$ cat src/rtl/mem_responder.sv
// Wait-stated memory responder: word/byte/halfword access with sub-word read-modify-write.
// Optional MEM_ALIGN_CHECK_EN flags misaligned word/halfword requests as errors.
module mem_responder #(
    parameter int unsigned ADDR_W      = 8,
    parameter int unsigned WAIT_CYCLES = 2
) (
    input  logic              Clk,
    input  logic              reset,
    input  logic              req_valid,
    output logic              req_ready,
    input  logic              req_wr,
    input  logic [ADDR_W-1:0] req_addr,
    input  logic [1:0]        req_size,
    input  logic [31:0]       req_wdata,
    output logic              rsp_valid,
    output logic [31:0]       rsp_rdata,
    output logic              rsp_err,
    output logic              busy
);

    localparam int unsigned IDX_W = ADDR_W - 2;
    localparam int unsigned DEPTH = 1 << IDX_W;

    typedef enum logic [2:0] {StIdle, StWait, StAccess, StMerge, StResp} state_t;

    state_t              state;
    logic [3:0]          cnt;
    logic                wr_q;
    logic [ADDR_W-1:0]   addr_q;
    logic [1:0]          size_q;
    logic [31:0]         wdata_q;
    logic                err_q;
    logic [31:0]         buf_q;
    logic [31:0]         ram [DEPTH];

    logic [IDX_W-1:0]    idx;
    logic                misalign;
    logic [31:0]         shifted;
    logic [31:0]         rd_lane;
    logic [31:0]         merged;
    logic                ram_we;
    logic [31:0]         ram_wdata;

    assign idx       = addr_q[ADDR_W-1:2];
    assign req_ready = (state == StIdle);
    assign busy      = (state != StIdle);

`ifdef MEM_ALIGN_CHECK_EN
    assign misalign = ((req_size == 2'd0) && (req_addr[1:0] != 2'b00)) ||
                      ((req_size == 2'd2) && req_addr[0]);
`else
    assign misalign = 1'b0;
`endif

    assign shifted = buf_q >> {addr_q[1:0], 3'b000};

    // Little-endian lane extraction, zero-extended
    always_comb begin
        rd_lane = buf_q;
        case (size_q)
            2'd1:    rd_lane = {24'h0, shifted[7:0]};
            2'd2:    rd_lane = addr_q[1] ? {16'h0, buf_q[31:16]} : {16'h0, buf_q[15:0]};
            default: rd_lane = buf_q;
        endcase
    end

    always_comb begin
        merged = buf_q;
        if (size_q == 2'd1) begin
            merged[{addr_q[1:0], 3'b000} +: 8] = wdata_q[7:0];
        end else begin
            merged[{addr_q[1], 4'b0000} +: 16] = wdata_q[15:0];
        end
    end

    // Word writes commit in ACCESS, sub-word writes in MERGE; size 3 never gets here
    always_comb begin
        ram_we    = ((state == StAccess) && wr_q && (size_q == 2'd0)) || (state == StMerge);
        ram_wdata = (state == StMerge) ? merged : wdata_q;
    end

    always_ff @(posedge Clk) begin
        if (ram_we) begin
            ram[idx] <= ram_wdata;
        end
    end

    always_ff @(posedge Clk or negedge reset) begin
        if (!reset) begin
            state     <= StIdle;
            cnt       <= 4'd0;
            rsp_valid <= 1'b0;
            rsp_rdata <= 32'h0;
            rsp_err   <= 1'b0;
            wr_q      <= 1'b0;
            addr_q    <= '0;
            size_q    <= 2'd0;
            wdata_q   <= 32'h0;
            err_q     <= 1'b0;
            buf_q     <= 32'h0;
        end else begin
            rsp_valid <= 1'b0;
            case (state)
                StIdle: begin
                    if (req_valid) begin
                        wr_q    <= req_wr;
                        addr_q  <= req_addr;
                        size_q  <= req_size;
                        wdata_q <= req_wdata;
                        if ((req_size == 2'd3) || misalign) begin
                            err_q <= 1'b1;
                            state <= StResp;
                        end else begin
                            err_q <= 1'b0;
                            if (WAIT_CYCLES == 0) begin
                                state <= StAccess;
                            end else begin
                                cnt   <= 4'(WAIT_CYCLES);
                                state <= StWait;
                            end
                        end
                    end
                end
                StWait: begin
                    cnt <= cnt - 4'd1;
                    if (cnt == 4'd1) begin
                        state <= StAccess;
                    end
                end
                StAccess: begin
                    buf_q <= ram[idx];
                    if (wr_q && (size_q != 2'd0)) begin
                        state <= StMerge;
                    end else begin
                        state <= StResp;
                    end
                end
                StMerge: begin
                    state <= StResp;
                end
                StResp: begin
                    rsp_valid <= 1'b1;
                    rsp_err   <= err_q;
                    rsp_rdata <= err_q ? 32'h0 : (wr_q ? buf_q : rd_lane);
                    state     <= StIdle;
                end
                default: begin
                    state <= StIdle;
                end
            endcase
        end
    end

endmodule
$ cat config.mk
export PLATFORM = sky130hd
export DESIGN_NAME = mem_responder
export DESIGN_NICKNAME = d
export VERILOG_FILES = /design/src/rtl/mem_responder.sv
export SDC_FILE = /design/constraint.sdc
export NUM_CORES = 2
export LEC_CHECK = 0
export CORE_AREA = 2 2 584 586
export CTS_BUF_LIST = sky130_fd_sc_hd__clkbuf_8
export DETAILED_ROUTE_END_ITERATION = 10
export DIE_AREA = 0 0 586 588
export PLACE_DENSITY = 0.4
export SYNTH_ARGS = -nofsm -noshare
export SYNTH_HDL_FRONTEND = slang
export SYNTH_SLANG_ARGS = --single-unit
$ cat constraint.sdc
create_clock -name Clk -period 5.8 [get_ports Clk]
set_input_delay 0.87 -clock Clk [delete_from_list [all_inputs] [get_ports Clk]]
set_output_delay 0.87 -clock Clk [all_outputs]
set_load 0.1 [all_outputs]
### Metal 1

Scale bar: 200 µm. Cells faint in the background.
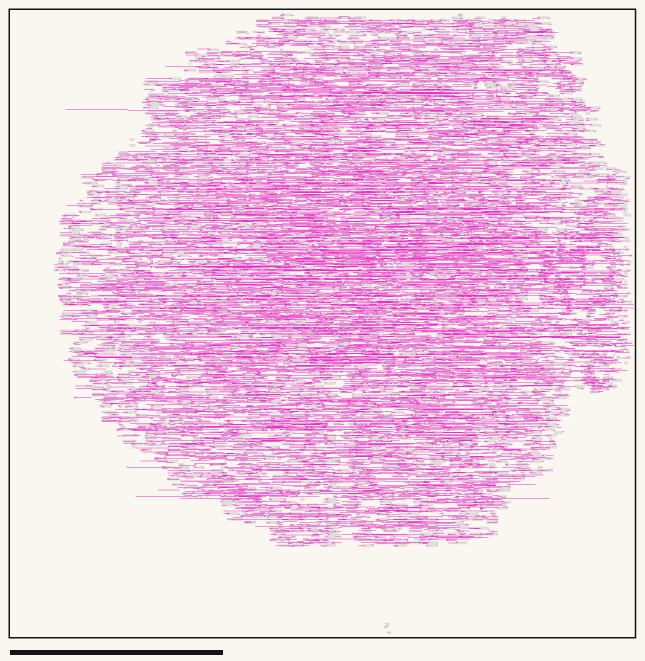
share of all routed wire = 43%
wire length on this layer = 153 mm
nets with wire on the layer = 5084

### Metal 2

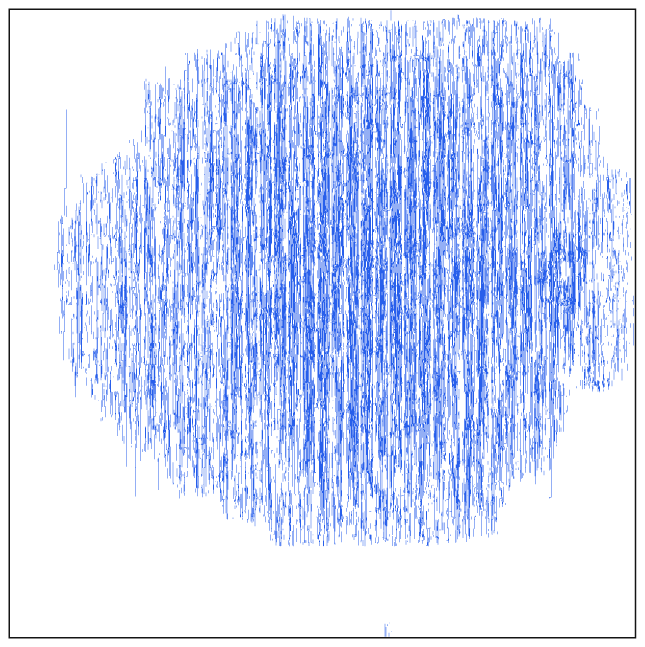
longest straight run = 198 µm
nets with wire on the layer = 4462
wire length on this layer = 159 mm
share of all routed wire = 44%
main direction = vertical
GR Util met2: 0.307
overall routed net length: 358000 µm
DR vias: 51779

### Met3 routing

Scale bar: 200 µm.
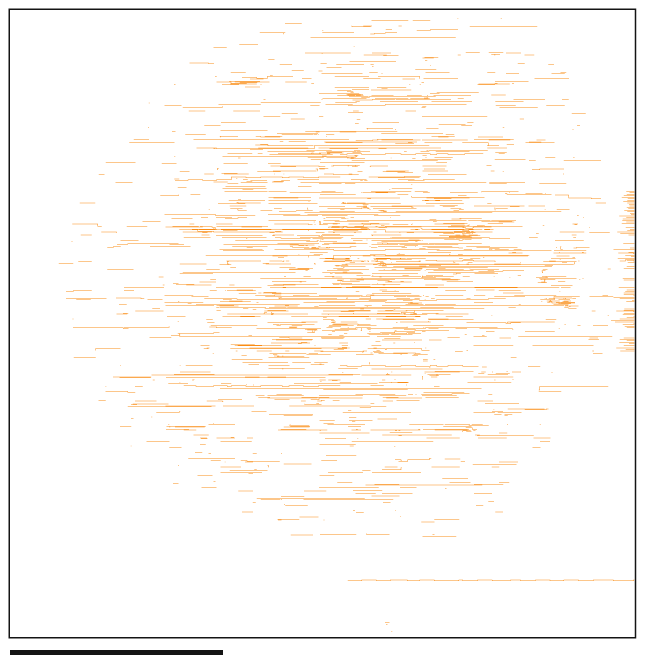
nets with wire on the layer = 693
wire length on this layer = 30.8 mm
routing usage on met3: 0.0439

### Signal wires on met4

Scale bar: 200 µm.
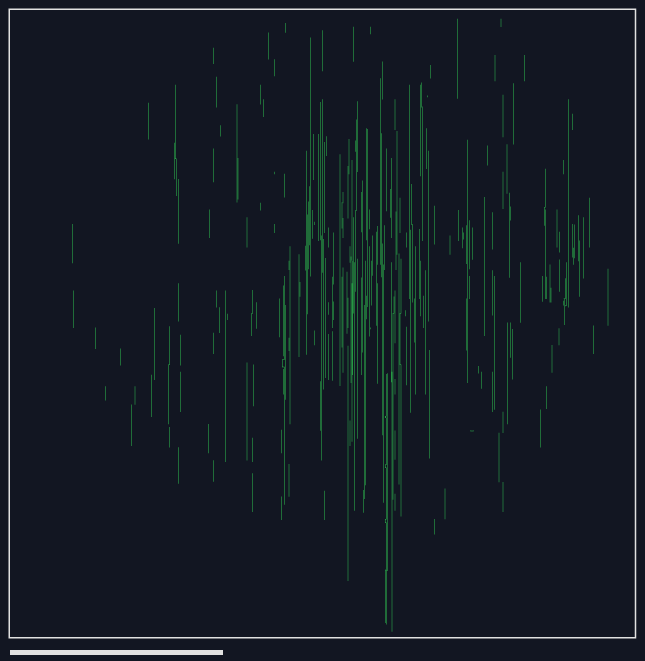
nets with wire on the layer = 166
share of all routed wire = 4.2%
longest straight run = 243 µm
main direction = vertical

### The clock network

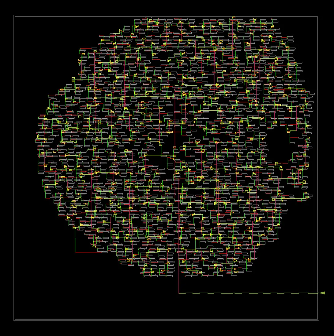
clkbuf count: 403
Clk power: 0.0133 W
CTS buffer count: 388
seq_cells: 2165
Worst-Skew Late Latency: 1.05 ns

==> results.json <==
{
  "status": "finished, violations left",
  "violations": "capacitance limit, slew limit",
  "crit_type": "reg2reg",
  "startpoint": "addr_q[2]",
  "num_rows": 214,
  "min_period_ns": 4.85,
  "die_y_um": 588,
  "fp_util": 0.249,
  "drt-initial-drc-count": 7322,
  "worstPathArrival_ns": 5.64,
  "async_flop_share": 0.0540,
  "drv_slew": 2,
  "synth_cell_types": 74,
  "regArea_mm2": 0.0644,
  "rr_startpoint": "addr_q[2]",
  "routedWlPerCell_um": 35.4,
  "comb_area_mm2": 0.0190,
  "max-cap-violations": 1,
  "slew_headroom": -0.0538,
  "largest_reg_flops": 2048,
  "yosysChipArea_mm2": 0.0844,
  "seq_power_w": 0.0207,
  "clk_pin_slew_ns": 0.06,
  "path_delay_family": "AND-OR/OR-AND gates",
  "finalPower_w": 0.0553,
  "io_pins": 82,
  "ys_seq_share": 0.764,
  "vias_per_cell": 5.12,
  "pre_cts_ws_ns": 1.22,
  "globalRouteTotalUtil": 0.202,
  "compound_area_frac": 0.0926,
  "clkCellAreaFrac": 0.0698,
  "utilization": 0.295,
  "stdcell_count": 10109,
  "syn_area_per_cell_um2": 17.6,
  "fillers": 33758,
  "layout_top_cell": "edfxtp_1",
  "r2r_setup_slack_ns": 0.95,
  "top_layer_used": "met5",
  "p_per_area_mw_per_mm2": 554,
  "dr.pass1.iters": 9,
  "post_dp_cell_area_mm2": 0.0927,
  "final-setup-viol-count": 0,
  "buf_share": 0.0355,
  "cp_slowest_cell": "a221oi_1",
  "sh_seq_area": 0.646,
  "layout-drive-gt1-share": 0.213,
  "worstHoldStart": "req_wdata[4]",
  "p_int_w": 0.0317,
  "ys_sh_mux": 0.0895,
  "drc_errors": 0,
  "cts_setup_buffers": 0,
  "top_area_cell": "edfxtp_1",
  "syn_to_final_growth_pct": 18.2,
  "htree_levels": 5,
  "final-hold-violation-count": 0,
  "p_comb_w": 0.0213,
  "r2r_cells": 8,
  "path_buffers": 3,
  "min_to": "wdata_q[4]",
  "clock_path_buffers": 4,
  "finalCritPeriodShare": 0.836,
  "grt_max_degree": 96,
  "place_congestion": 0.921,
  "diodes": 18,
  "seq_power_share": 0.375,
  "grt_pass1_wl_um": 474000,
  "synth_area_mm2": 0.0844,
  "p_sw_frac": 0.427,
  "postCtsHoldBufs": 1,
  "antenna_left": 0,
  "switchingPower_w": 0.0236
}
Power figures rest on the tool's default switching activity, not on a simulated workload.
